==> config.mk <==
export PLATFORM = sky130hd
export DESIGN_NAME = afe_pulser_sched
export DESIGN_NICKNAME = d
export VERILOG_FILES = /design/src/rtl/afe_pulser_sched_pkg.sv /design/src/rtl/afe_pulser_sched_timer.sv /design/src/rtl/afe_pulser_sched.sv
export SDC_FILE = /design/constraint.sdc
export NUM_CORES = 1
export LEC_CHECK = 0
export ABC_AREA = 1
export CAP_MARGIN = 20
export CORE_MARGIN = 1.5
export CORE_UTILIZATION = 56
export CTS_BUF_LIST = sky130_fd_sc_hd__clkbuf_8
export CTS_CLUSTER_SIZE = 24
export DETAILED_ROUTE_END_ITERATION = 12
export GPL_TIMING_DRIVEN = 0
export HOLD_SLACK_MARGIN = 0.03
export PLACE_DENSITY = 0.83
export REMOVE_ABC_BUFFERS = 1
export SLEW_MARGIN = 20
export SYNTH_ARGS = -nofsm -noshare
export SYNTH_HDL_FRONTEND = slang
export SYNTH_SLANG_ARGS = --single-unit
==> constraint.sdc <==
create_clock -name clk -period 2.9 [get_ports clk]
set_input_delay 0.58 -clock clk [delete_from_list [all_inputs] [get_ports clk]]
set_output_delay 0.58 -clock clk [all_outputs]
set_load 0.05 [all_outputs]
Figure 1. Wiring by layer.
Drawn at 4 px/um.
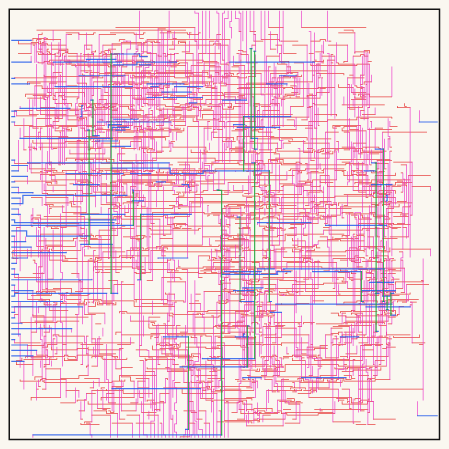
Blue stands for met3, wire length 1060 um. Magenta stands for met2, wire length 7550 um. Red stands for met1, wire length 6920 um. Green stands for met4, wire length 477 um.
DR vias: 5765
post-DR wirelength/cell: 15.13 um
final WL: 16.00 mm

Figure 2. The clock network.
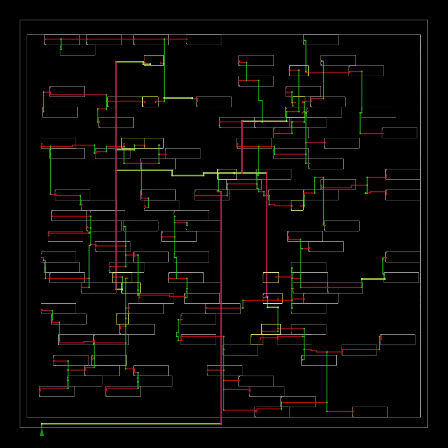
later-pin clock latency in the skew report: 0.40 ns
clk_skew: 0.01596 ns

==> impl_metrics.ini <==
; implementation run metrics
[die]
dieArea_um2 = 11500
placementRows = 37
io_pins = 99
die_w_um = 107.2
coreArea_um2 = 10420
die_y_um = 107.2
initCoreUtil = 0.5839

[setup_path]
cp.buffers_inverters = 2
arrival_ns = 3.17
startpoint_type = flop
path_delay_family = simple AND/OR/NAND/NOR gates
ff2ff_setup_slack_ns = 0.06
cp.depth = 12
crit_fanout = 65
crit_chain = nor2_2 > nand2_8 > clkinv_4 > buf_12 > nor2_1 > ha_1 > nand4_2 > nor2_4 > nand2_1 > xor2_1 > nand4_1 > nand2_1
end_kind = flop
cp_slowest_cell = nor2_2
crit_path_frequent_cell = nand2_1
worstPathRequired_ns = 3.23
path_class = flop to flop
max_stage_delay_ns = 0.53
reg2reg_depth = 12

[run_status]
outcome = completed

[sta]
grt_setup_unrepaired = true
timing.hold.ws_ns = 0.08060
fmax_ghz = 0.3518
period_used_share = 0.9803
tightestPinTransition_ns = 1.061
period_minus_slack_ns = 2.843
tns_ns = 0
relSlewSlack = 0.2928
setup_ws_ns = 0.05727
setup_violations = 0
hold_violations = 0
drv_slew = 0

[cts]
ctsHoldBuffers = 0
numCtsBuffers = 9
clockBufferDepth = 2
cts_tree = built
postCtsSetupRepairBufs = 0
clkTransAtPathRegs_ns = 0.12
root_buffer = clkbuf_8
cts_resized = 5
h-tree-depth = 3
clock-sinks = 105

[global_routing]
antenna_found_initial = 0
grt_max_degree = 68
grt_pass1_vias = 5656
overflow = 0
track_usage = 0.2957
grt_pass1_wl_mm = 26.51

[yosys]
adder_share = 0.01029
yosysTopAreaCell = dfrtp_1
flop_cell = dfrtp_1
async_flop_share = 1.000
ys_ff = 105
synthTopCellsByArea = dfrtp_1 (43%), nand2_1 (17%), nor2_1 (6.4%)
postSynthSeqShare = 0.4320
xor_area_frac = 0.05472
aoi_share = 0.07200
synth_cell_type_count = 43
synthTopLogicFamily = simple AND/OR/NAND/NOR gates
ys_cells = 828
ys_warn_count = 0
yosys_area_um2 = 6082
yosysTopAreaCellShare = 0.4320
ys_sh_simple = 0.3575
synthMuxAreaShare = 0
edf_count = 0
avgSynthCellArea_um2 = 7.346
synth_cells = 828
synth.cell_area_um2 = 6082

[power]
powerSeq_uw = 2330
leakage_uw = 0.003527
comb-power_uw = 2260
combPwrFrac = 0.410
power_density_nw_per_um2 = 745.6
internal-power_uw = 3070
vdd_ir_drop_max_mv = 0.5987
top_power_group = registers
sequentialPowerShare = 0.422
p_clk_uw = 921
p_sw_frac = 0.4427
clkPwrFrac = 0.167
p_sw_uw = 2439

[detailed_routing]
viasPerCell = 5.449
ant_nets = 0
drc_errors = 0
drtIter0Drc = 393
drtPass1Iterations = 7

[layout]
final_cell_mix = nand2_1 (272), dfrtp_1 (105), nor2_1 (102)
final_cells = 1058
n_antenna_cell = 0
nets = 985
layout-drive-gt1-share = 0.07267
layout_top_cell = nand2_1
syn2layout_area_growth_pct = 21.50

[flow_run]
warnings = 28
timing.max_cap.violations = 0

[placed_design]
port_buffers = 98
pre_cts_slack_ns = -1.055
place_inst = 1040
place_congestion = 0.8991
dpl.hpwl_mm = 11.29

[worst_hold_path]
hp-class = primary input to async pin
worst reg2reg max path, stage by stage (launching register included):
cell and delay (ns):
dfrtp_1 0.45, nor2_2 0.53, nand2_8 0.23, clkinv_4 0.21
buf_12 0.28, nor2_1 0.11, ha_1 0.25, nand4_2 0.16
nor2_4 0.07, nand2_1 0.10, xor2_1 0.17, nand4_1 0.12
nand2_1 0.11
cell type report:
type / instances / area (um2)
tap: 136 / 170.2
timing repair buffer: 100 / 1032
multi-input combinational: 619 / 3049
clock buffer: 9 / 123.9
inverter: 82 / 312.8
clock inverter: 7 / 73.82
sequential: 105 / 2628
fill: 883 / 3027
metrics by stage:
step           utilization  total power (uW)  area (um2)
6_report            0.7094              5509        7390
5_1_grt             0.7094              5897        7390
4_1_cts             0.7092              5505        7387
3_5_place_dp        0.6859              4563        7144
3_3_place_gp        0.6811              4463        7094
2_1_floorplan            -              3834        5943
synthesized netlist by cell type (all sizes together), types with 2 or more instances:
| master | number |
|---|---|
| nor3 | 11 |
| nand4 | 28 |
| a211oi | 3 |
| inv | 81 |
| or2 | 5 |
| buf | 9 |
| ha | 5 |
| xnor2 | 18 |
| a21oi | 23 |
| nor4 | 7 |
| nor2 | 117 |
| clkbuf | 15 |
| o21ai | 47 |
| a31oi | 2 |
| nand3b | 3 |
| nand3 | 36 |
| dfrtp | 105 |
| xor2 | 20 |
| nand2 | 285 |
routing by layer:
| layer | share of wire | GRT usage | vias to the layer above |
|---|---|---|---|
| li1 | - | - | 2802 |
| met3 | 0.066 | 0.04924 | 41 |
| met5 | 0 | 0 | - |
| met1 | 0.43 | 0.3839 | 2707 |
| met2 | 0.47 | 0.4809 | 215 |
| met4 | 0.030 | 0.1419 | 0 |
No activity file was given, so power comes from the tool's default toggle rates.
